### src/rtl/seven_segment_capture_decoder_if.sv
// Two-digit seven-segment capture bus: segment patterns in, recovered byte out.
interface seven_segment_capture_decoder_if;
    logic [6:0] indicator0;  // low-nibble digit, bit6..bit0 = g..a, active-low
    logic [6:0] indicator1;  // high-nibble digit, same encoding
    logic [7:0] data;
    logic       update;
    logic       error;

    // Pattern source side: drives segments, observes the decoded result.
    modport master (
        output indicator0,
        output indicator1,
        input  data,
        input  update,
        input  error
    );

    // Decoder side.
    modport slave (
        input  indicator0,
        input  indicator1,
        output data,
        output update,
        output error
    );
endinterface

### src/rtl/seven_segment_capture_decoder.sv
// Recovers a byte from two active-low seven-segment patterns. Inputs are
// synchronized, changes are debounced for STABLE_CYCLES, and each new stable
// pair is reported once: a one-cycle update strobe for valid hex glyphs, or a
// sticky error flag when either digit is not a hex glyph.
module seven_segment_capture_decoder #(
    parameter int unsigned STABLE_CYCLES = 16
) (
    input logic                          clk,
    input logic                          reset,
    seven_segment_capture_decoder_if.slave bus
);

    localparam int unsigned CntW = (STABLE_CYCLES > 1) ? $clog2(STABLE_CYCLES) : 1;
    localparam logic [CntW-1:0] CntMax = CntW'(STABLE_CYCLES - 1);

    // "00" on both digits; matches the display's own power-on pattern.
    localparam logic [13:0] PairZero = {7'b1000000, 7'b1000000};

    typedef enum logic [1:0] {
        StIdle,
        StSettle,
        StReport
    } state_e;

    // Returns {valid, nibble}; valid is low for any non-hex pattern.
    function automatic logic [4:0] glyph_decode(input logic [6:0] seg);
        logic [4:0] res;
        case (seg)
            7'b1000000: res = {1'b1, 4'h0};
            7'b1111001: res = {1'b1, 4'h1};
            7'b0100100: res = {1'b1, 4'h2};
            7'b0110000: res = {1'b1, 4'h3};
            7'b0011001: res = {1'b1, 4'h4};
            7'b0010010: res = {1'b1, 4'h5};
            7'b0000010: res = {1'b1, 4'h6};
            7'b1111000: res = {1'b1, 4'h7};
            7'b0000000: res = {1'b1, 4'h8};
            7'b0010000: res = {1'b1, 4'h9};
            7'b0001000: res = {1'b1, 4'hA};
            7'b0000011: res = {1'b1, 4'hB};
            7'b1000110: res = {1'b1, 4'hC};
            7'b0100001: res = {1'b1, 4'hD};
            7'b0000110: res = {1'b1, 4'hE};
            7'b0001110: res = {1'b1, 4'hF};
            default:    res = {1'b0, 4'h0};
        endcase
        return res;
    endfunction

    logic [13:0]     meta_q;
    logic [13:0]     sync_q;
    state_e          state_q, state_d;
    logic [CntW-1:0] cnt_q, cnt_d;
    logic [13:0]     cand_q, cand_d;
    logic [13:0]     last_q, last_d;
    logic [7:0]      data_q, data_d;
    logic            update_q, update_d;
    logic            error_q, error_d;

    logic [4:0]      dec_hi;
    logic [4:0]      dec_lo;

    // Two-flop synchronizer on every segment bit; nothing downstream sees raw inputs.
    always_ff @(posedge clk or posedge reset) begin
        if (reset) begin
            meta_q <= PairZero;
            sync_q <= PairZero;
        end else begin
            meta_q <= {bus.indicator1, bus.indicator0};
            sync_q <= meta_q;
        end
    end

    // Decode the candidate pair; only consumed in StReport.
    always_comb begin
        dec_hi = glyph_decode(cand_q[13:7]);
        dec_lo = glyph_decode(cand_q[6:0]);
    end

    // Next-state and output logic for the debounce/report FSM.
    always_comb begin
        state_d  = state_q;
        cnt_d    = cnt_q;
        cand_d   = cand_q;
        last_d   = last_q;
        data_d   = data_q;
        update_d = 1'b0;
        error_d  = error_q;

        unique case (state_q)
            StIdle: begin
                if (sync_q != last_q) begin
                    cand_d  = sync_q;
                    cnt_d   = '0;
                    state_d = StSettle;
                end
            end

            StSettle: begin
                if (sync_q != cand_q) begin
                    // Any movement restarts the stability window.
                    cand_d = sync_q;
                    cnt_d  = '0;
                end else if (cand_q == last_q) begin
                    // Glitch reverted to the reported pair: drop it silently.
                    state_d = StIdle;
                end else if (cnt_q == CntMax) begin
                    state_d = StReport;
                end else begin
                    cnt_d = cnt_q + 1'b1;
                end
            end

            StReport: begin
                last_d  = cand_q;
                state_d = StIdle;
                if (dec_hi[4] && dec_lo[4]) begin
                    data_d   = {dec_hi[3:0], dec_lo[3:0]};
                    update_d = 1'b1;
                    error_d  = 1'b0;
                end else begin
                    error_d = 1'b1;
                end
            end

            default: begin
                state_d = StIdle;
            end
        endcase
    end

    // FSM and datapath registers.
    always_ff @(posedge clk or posedge reset) begin
        if (reset) begin
            state_q  <= StIdle;
            cnt_q    <= '0;
            cand_q   <= PairZero;
            last_q   <= PairZero;
            data_q   <= 8'h00;
            update_q <= 1'b0;
            error_q  <= 1'b0;
        end else begin
            state_q  <= state_d;
            cnt_q    <= cnt_d;
            cand_q   <= cand_d;
            last_q   <= last_d;
            data_q   <= data_d;
            update_q <= update_d;
            error_q  <= error_d;
        end
    end

    assign bus.data   = data_q;
    assign bus.update = update_q;
    assign bus.error  = error_q;

endmodule

### src/flat_wrapper.sv
// flat-port wrapper written by rule: the top's interface ports become plain ports
module seven_segment_capture_decoder_flat 
#(
    parameter int unsigned STABLE_CYCLES = 16
)
  (clk, reset, bus_indicator0, bus_indicator1, bus_data, bus_update, bus_error);
  seven_segment_capture_decoder_if bus_i ();
  input logic clk;
  input logic reset;
  input wire logic [$bits(bus_i.indicator0)-1:0] bus_indicator0;
  input wire logic [$bits(bus_i.indicator1)-1:0] bus_indicator1;
  output wire logic [$bits(bus_i.data)-1:0] bus_data;
  output wire logic [$bits(bus_i.update)-1:0] bus_update;
  output wire logic [$bits(bus_i.error)-1:0] bus_error;
  assign bus_i.indicator0 = bus_indicator0;
  assign bus_i.indicator1 = bus_indicator1;
  assign bus_data = bus_i.data;
  assign bus_update = bus_i.update;
  assign bus_error = bus_i.error;
  seven_segment_capture_decoder #(.STABLE_CYCLES(STABLE_CYCLES)) u_core (.clk(clk), .reset(reset), .bus(bus_i));
endmodule
### config.mk
export PLATFORM = sky130hd
export DESIGN_NAME = seven_segment_capture_decoder_flat
export DESIGN_NICKNAME = d
export VERILOG_FILES = /design/src/rtl/seven_segment_capture_decoder_if.sv /design/src/rtl/seven_segment_capture_decoder.sv /design/src/flat_wrapper.sv
export SDC_FILE = /design/constraint.sdc
export NUM_CORES = 1
export LEC_CHECK = 0
export CORE_MARGIN = 2
export CORE_UTILIZATION = 45
export DETAILED_ROUTE_END_ITERATION = 16
export PLACE_DENSITY = 0.62
export SETUP_SLACK_MARGIN = 0.4
export SYNTH_ARGS = -nofsm -noshare
export SYNTH_HDL_FRONTEND = slang
export SYNTH_SLANG_ARGS = --single-unit
### constraint.sdc
create_clock -name clk -period 4.3 [get_ports clk]
set_input_delay 0.645 -clock clk [delete_from_list [all_inputs] [get_ports clk]]
set_output_delay 0.645 -clock clk [all_outputs]
set_load 0.1 [all_outputs]
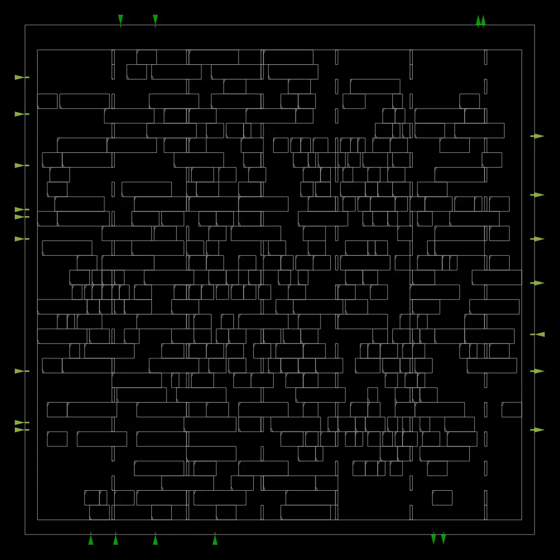
**Above:** run 1 (placed standard cells).
core utilization of the finished layout: 51.8%
Row Count: 32
filler-free cell count of the finished design: 433
layout filler cell count: 716

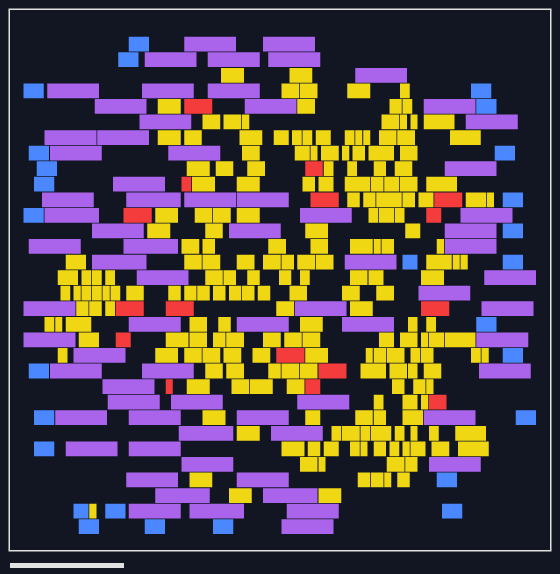
**Above:** run 1 (cell classes on the final placement).
The bar under the picture is 20 um long.
Key: purple = flip-flops [cells 72, share of their area 46%]; blue = other buffers and delay cells [cells 27, share of their area 6.8%]; yellow = all other logic [cells 216, share of their area 43%]; red = clock drivers and dummy loads [cells 16, share of their area 4.4%]
Core Area: 7810 um2
fraction of area in registers: 44.8%
area of all placed cells without fillers: 4050 um2

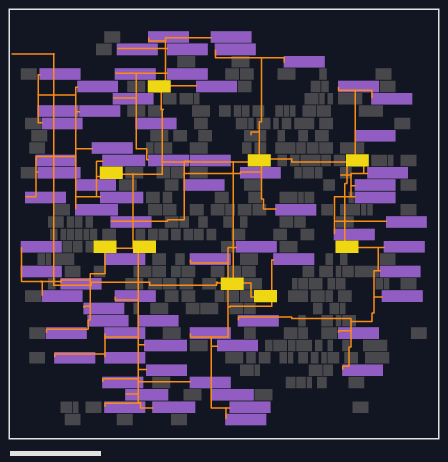
**Above:** run 1 (clock distribution).
The bar under the picture is 20 um long.
Key: orange = clock wires [length 932 um]; purple = flip-flops [count 72]; yellow = cells driving clock nets [count 9]
There are 10 routed clock nets.
clock latency on the worst-skew pair: 0.35 ns
power drawn by the clock network: 474 uW
maximum clock skew at final layout: 0.0101 ns
clock network fraction of design power: 36.4%

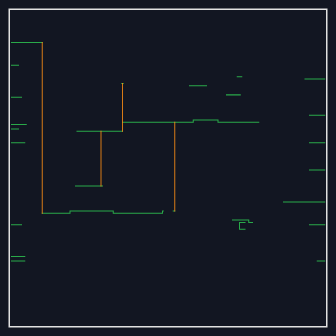
**Above:** run 1 (metal layers overlaid).
Only two layers are drawn.
Key: orange = met4 [wire length 108 um]; green = met3 [wire length 198 um]
final wirelength: 6630 um
via total after detailed routing: 2323
All-Layer GR Usage: 16.4%

==> run summary, run 1 <==
Path type of the worst setup path = register to register
Adder-cell share of the synthesized area = 0.340%
Number of detailed-route iterations in the first pass = 6
Post-synth EDFFs = 0
Clk root buf = clkbuf_8
Dominant class by area = registers
Met1 track demand over resource in global routing = 22.1%
Result of the run = completed
Peak ir drop on the vdd network = 223 uV
Antenna violations before repair = 0
Comb area = 1640 um2
Post-CTS setup buffer count = 0
Routed length on met2 = 3120 um
Wire length on met3 = 198 um
Tmin final = 2.50 ns
I/O pin count = 26
Power per cell area = 322 nW/um2
Critical Path Stages = 6
Count of inverters other than clock inverters in the layout = 8
Layer carrying the most global-route usage = met2
Type of element capturing the critical path = register
Switching power share of the total = 26.3%
Clock tree from TritonCTS = done
Setup repair after global routing missed its margin = false
Number of H-tree levels = 3
Non-clock buffering overhead = 6.56%
Met2 Use GR = 25.4%
Cell with the biggest individual delay on the critical path = dfrtp_1
Slack of the worst reg-to-reg path = 1.80 ns
Max Clk Rate = 401 MHz
Ant. Diodes = 0
Kind of start point of the critical path = register
Die footprint = 8900 um2
Capture instance of the worst register-to-register path = u_core.bus.data[4]
OpenROAD warnings = 26
Hold Buf Count CTS = 0
Most common logic cells in the final layout = 64 x dfrtp_1, 28 x mux2_2, 26 x xor2_1
Share of total power in combinational logic = 6.7%
# setup viols final = 0
Prevailing logic family in the synthesized netlist = simple AND/OR/NAND/NOR gates
Weighted congestion reported at the end of routability-driven placement = 0.846
Area share of the leading cell type in the synthesized netlist = 43.6%
Detailed Route Iter0 Violations = 105
Most frequently placed logic cell in the final layout = dfrtp_1
X dimension of the die = 94.4 um
Power after layout = 1.30 mW
Distinct cell type count after synthesis = 57
Reg2reg path depth = 6
Cell type contributing the most total cell area after synthesis = dfrtp_1
Syn_nets = 332
Number of slew-limit violations in the final report = 0
Power of the combinational group = 86.8 uW
Chip area from the yosys synthesis statistics = 3670 um2
Total congestion overflow after global routing = 0
Tap cells = 102
Worst hold path depth = 0
Static Leak = 1.71 nW
First-pass GRT wire length = 11100 um
Main power-consuming group = sequential cells
Routed length on met1 = 3200 um
Share of post-route cells with drive strength above 1 = 20.8%
Minimum setup slack after placement = 1.80 ns
Comb area share = 40.5%
Tightest Pin Transition = 0.975 ns
Top routing layer used = met4
## Run 2: what changed since run 1
- clock period: 4.3 -> 2.3 ns (I/O delays scaled with it)
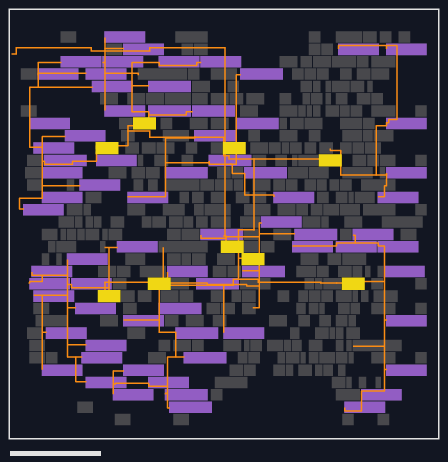
**Above:** run 2 (clock distribution).
The bar under the picture is 20 um long.
Key: purple = flip-flops [count 72]; yellow = cells driving clock nets [count 9]; orange = clock wires [length 922 um]
There are 10 routed clock nets. Position of the flops: all over the die.

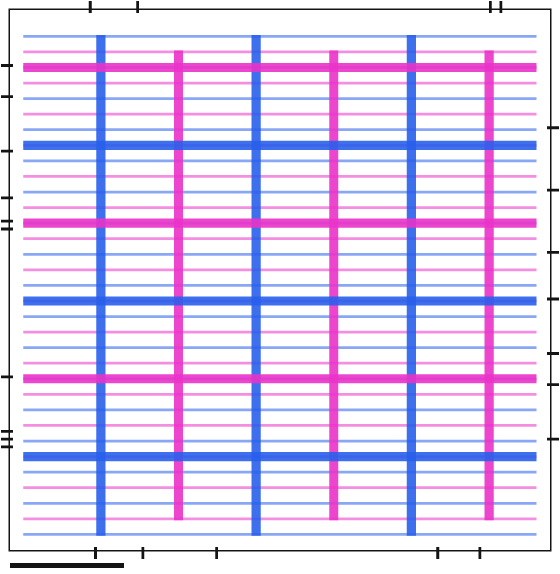
**Above:** run 2 (power grid).
The bar under the picture is 20 um long. Pins as bars on the die edge.
Key: magenta = VDD; blue = VSS
33 met1 rails follow the rows. 6 straps on met5. The core has 32 rows.

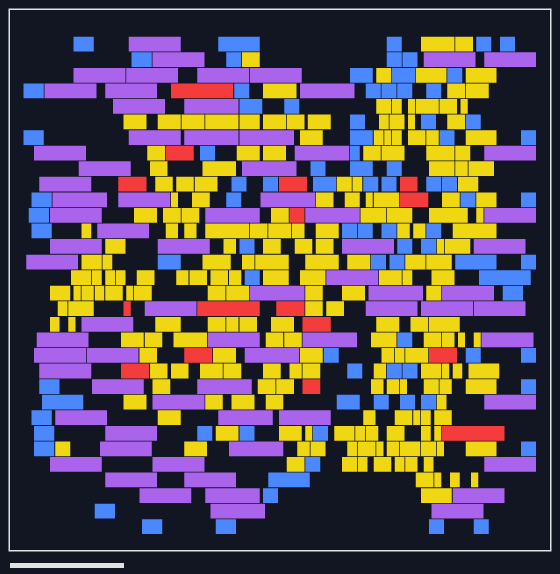
**Above:** run 2 (cell classes on the final placement).
The bar under the picture is 20 um long.
Key: blue = other buffers and delay cells [cells 89, share of their area 17%]; red = clock drivers and dummy loads [cells 16, share of their area 5.1%]; purple = flip-flops [cells 72, share of their area 38%]; yellow = all other logic [cells 216, share of their area 40%]
core utilization of the finished layout: 62.7%
area of all placed cells without fillers: 4900 um2
fraction of area in registers: 37.3%

==> run 2 against run 1 <==
Against the previous run:
- routed wire length grew 25%
- register-to-register slack worse by 1.6 ns
- setup slack got worse by 1.6 ns
- largest cell class is now logic gates
==> run summary, run 2 <==
Cell type contributing the most total cell area after synthesis = dfrtp_1
Routed length on met1 = 3730 um (+17%)
# setup viols final = 0 (unchanged)
Met2 Use GR = 30.0% (+4.6 points)
Tightest Pin Transition = 0.384 ns (-0.591 ns)
Yosys cell count = 315
Clk root buf = clkbuf_8
Tmin final = 2.11 ns (-0.388 ns)
X dimension of the die = 94.4 um (unchanged)
Number of H-tree levels = 3 (unchanged)
Detailed Route Iter0 Violations = 126 (+20%)
Most common logic cells in the final layout = 60 x buf_4, 53 x dfrtp_1, 28 x mux2_2
Prevailing logic family in the synthesized netlist = simple AND/OR/NAND/NOR gates
Most frequently placed logic cell in the final layout = buf_4
Share of post-route cells with drive strength above 1 = 47.3% (+26 points)
Reg2reg path depth = 8 (+2)
Type of element capturing the critical path = register
OpenROAD warnings = 29 (+12%)
Via total after detailed routing = 2642 (+14%)
Maximum number of pins on one net before global-route repair = 73
Path type of the worst setup path = register to register
Clock network fraction of design power = 41.9% (+5.5 points)
Routed length on met2 = 4070 um (+30%)
Comb area share = 38.1% (-2.4 points)
Power after layout = 2.89 mW (+120%)
Tap cells = 102 (unchanged)
Max Clk Rate = 474 MHz (+18%)
Clock latency on the worst-skew pair = 0.34 ns (about the same)
Filler-free cell count of the finished design = 495 (+14%)
Met1 track demand over resource in global routing = 25.3% (+3.2 points)
Area share of the leading cell type in the synthesized netlist = 43.6% (unchanged)
Kind of start point of the critical path = register
Core Area = 7810 um2 (unchanged)
Count of inverters other than clock inverters in the layout = 8 (unchanged)
Power per cell area = 590 nW/um2 (+83%)
Peak ir drop on the vdd network = 437 uV (+96%)
Static Leak = 2.17 nW (+27%)
Capture instance of the worst register-to-register path = u_core.bus.data[2]
Chip area from the yosys synthesis statistics = 3670 um2 (unchanged)
Dominant class by area = logic gates
Comb area = 1870 um2 (+14%)
Syn_nets = 332 (unchanged)
Layer carrying the most global-route usage = met2
Critical Path Stages = 8 (+2)
Power drawn by the clock network = 1.21 mW (+160%)
Post-synth EDFFs = 0 (unchanged)
Ant. Diodes = 0 (unchanged)
Die footprint = 8900 um2 (unchanged)
Switching power share of the total = 23.6% (-2.8 points)
Result of the run = completed
Setup repair after global routing missed its margin = true
Top routing layer used = met4
Distinct cell type count after synthesis = 57 (unchanged)
I/O pin count = 26 (unchanged)
Number of combinational gates with multiple inputs = 208
All-Layer GR Usage = 18.5% (+2.1 points)
Clock tree from TritonCTS = done
Row Count = 32 (unchanged)
Layout filler cell count = 625 (-13%)
Weighted congestion reported at the end of routability-driven placement = 0.854 (+1.0%)
Number of detailed-route iterations in the first pass = 4 (-2)
First-pass GRT wire length = 12700 um (+14%)
Number of slew-limit violations in the final report = 0 (unchanged)
Final wirelength = 8250 um (+25%)
Maximum clock skew at final layout = 0.00692 ns (-0.00316 ns)
## Run 3: what changed since run 2
- CELL_PAD_IN_SITES_DETAIL_PLACEMENT: unset -> 2
- CELL_PAD_IN_SITES_GLOBAL_PLACEMENT: unset -> 2
- CORE_UTILIZATION: 45 -> 40
- CTS_CLUSTER_SIZE: unset -> 14
- PLACE_DENSITY: 0.62 -> 0.77
- SETUP_SLACK_MARGIN: 0.4 -> unset
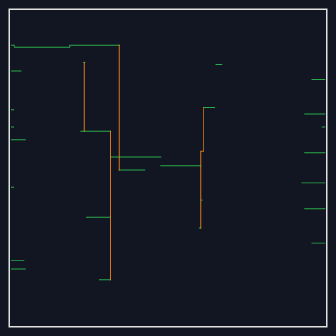
**Above:** run 3 (metal layers overlaid).
Only two layers are drawn.
Key: orange = met4 [wire length 147 um]; green = met3 [wire length 151 um]
Routed wire per std cell: 19.7 um
via total after detailed routing: 2534
All-Layer GR Usage: 20.2%
final wirelength: 9190 um

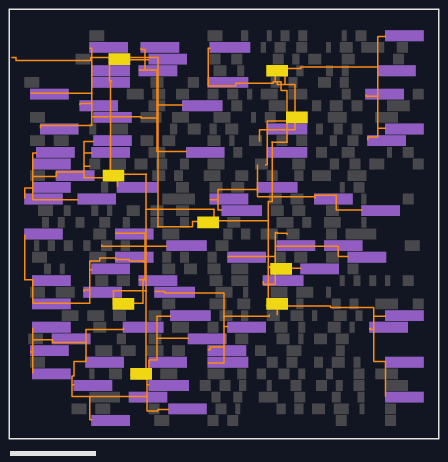
**Above:** run 3 (clock distribution).
The bar under the picture is 20 um long.
Key: yellow = cells driving clock nets [count 9]; orange = clock wires [length 1020 um]; purple = flip-flops [count 72]
Position of the flops: all over the die.

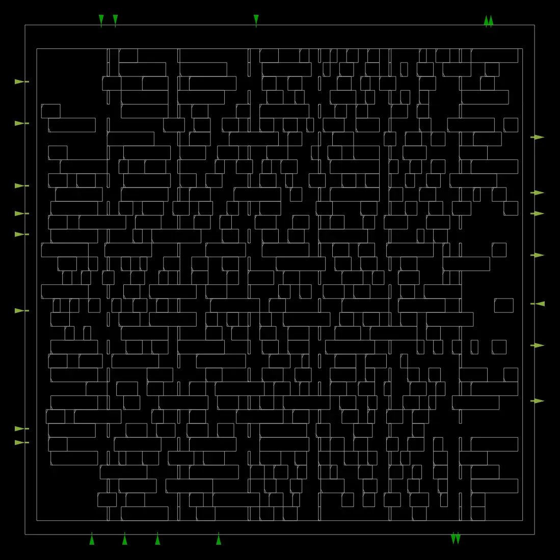
**Above:** run 3 (placed standard cells).
Core Area: 8810 um2
filler-free cell count of the finished design: 466

==> run 3 against run 2 <==
Against the previous run:
- die size rose by 12%
- clock skew rose by 0.0057 ns
- global-route usage rose by 1.6 points
- critical endpoint is now u_core.bus.data[5]
- design area fell by 12%
- largest power group unchanged
- sequential power barely moved
- sequential share of layout area rose by 5.0 points
==> run summary, run 3 <==
Switching power share of the total = 27.6% (+4.0 points)
Number of detailed-route iterations in the first pass = 4 (unchanged)
Comb area = 1660 um2 (-11%)
Comb area share = 38.6% (+0.53 points)
Area of all placed cells without fillers = 4300 um2 (-12%)
Layer carrying the most global-route usage = met2
Worst hold path depth = 0
GR Layer Usage met3 = 2.72%
Power drawn by the clock network = 962 uW (-20%)
Capture instance of the worst register-to-register path = u_core.bus.data[5]
Power after layout = 2.57 mW (-11%)
Number of combinational gates with multiple inputs = 208 (unchanged)
Critical Path Stages = 7 (-1)
Layout filler cell count = 904 (+45%)
Ant. Diodes = 0 (unchanged)
Yosys cell count = 315 (unchanged)
Dominant class by area = registers
Sequential-to-total area share from yosys stat = 49.3%
Count of inverters other than clock inverters in the layout = 8 (unchanged)
Top routing layer used = met4
Syn_nets = 332 (unchanged)
Wire length on met3 = 151 um
Clock network fraction of design power = 37.5% (-4.4 points)
Distinct cell type count after synthesis = 57 (unchanged)
Type of element capturing the critical path = register
Crit path DAT = 2.44 ns
Net Sw Power = 708 uW
Main power-consuming group = sequential cells
Die footprint = 9970 um2 (+12%)
Weighted congestion reported at the end of routability-driven placement = 0.825 (-3.5%)
Cell type contributing the most total cell area after synthesis = dfrtp_1
Slack of the worst reg-to-reg path = 0.11 ns
Fraction of area in registers = 42.3% (+5.0 points)
Power per cell area = 596 nW/um2 (+1.1%)
Result of the run = completed
OpenROAD warnings = 26 (-10%)
# setup viols final = 0 (unchanged)
Commonest register cell after synthesis = dfrtp_1
Static Leak = 1.89 nW (-13%)
Number of H-tree levels = 3 (unchanged)
Most common logic cells in the final layout = 57 x dfrtp_1, 37 x buf_4, 28 x mux2_2
Top cells by count = 64 x dfrtp_1, 28 x mux2_2, 26 x xor2_1
Core utilization of the finished layout = 48.9% (-14 points)
I/O pin count = 26 (unchanged)
Routed length on met2 = 4820 um (+19%)
Worst hold-check slack = 0.357 ns
Peak ir drop on the vdd network = 314 uV (-28%)
Most frequently placed logic cell in the final layout = dfrtp_1
Kind of start point of the critical path = register
Path type of the worst setup path = register to register
Post-synth EDFFs = 0 (unchanged)
Routed length on met1 = 4060 um (+8.9%)
Maximum clock skew at final layout = 0.0126 ns (+0.00568 ns)
Chip area from the yosys synthesis statistics = 3670 um2 (unchanged)
Share of total power in combinational logic = 9.1%
Minimum setup slack after placement = -0.0408 ns
Met1 track demand over resource in global routing = 25.4% (+0.10 points)
Detailed Route Iter0 Violations = 84 (-33%)
Tmin final = 2.19 ns (+0.0867 ns)
Area share of the leading cell type in the synthesized netlist = 43.6% (unchanged)
Max Clk Rate = 456 MHz (-4.0%)
Clk root buf = clkbuf_8
First-pass GRT wire length = 15300 um (+21%)
Tap cells = 108 (+5.9%)
Maximum number of pins on one net before global-route repair = 73 (unchanged)
Tightest Pin Transition = 0.477 ns (+0.0935 ns)
Number of slew-limit violations in the final report = 0 (unchanged)
Share of post-route cells with drive strength above 1 = 32.7% (-15 points)
X dimension of the die = 99.9 um (+5.8%)
Clock tree from TritonCTS = done
Row Count = 34 (+6.3%)
Reg2reg path depth = 7 (-1)
Met2 Use GR = 35.6% (+5.6 points)
Prevailing logic family in the synthesized netlist = simple AND/OR/NAND/NOR gates
Share of async-settable or async-resettable flops after synthesis = 100%
Mux frac, synth = 12.1%
Clock latency on the worst-skew pair = 0.36 ns (+0.02 ns)
No activity file was given, so power comes from the tool's default toggle rates.
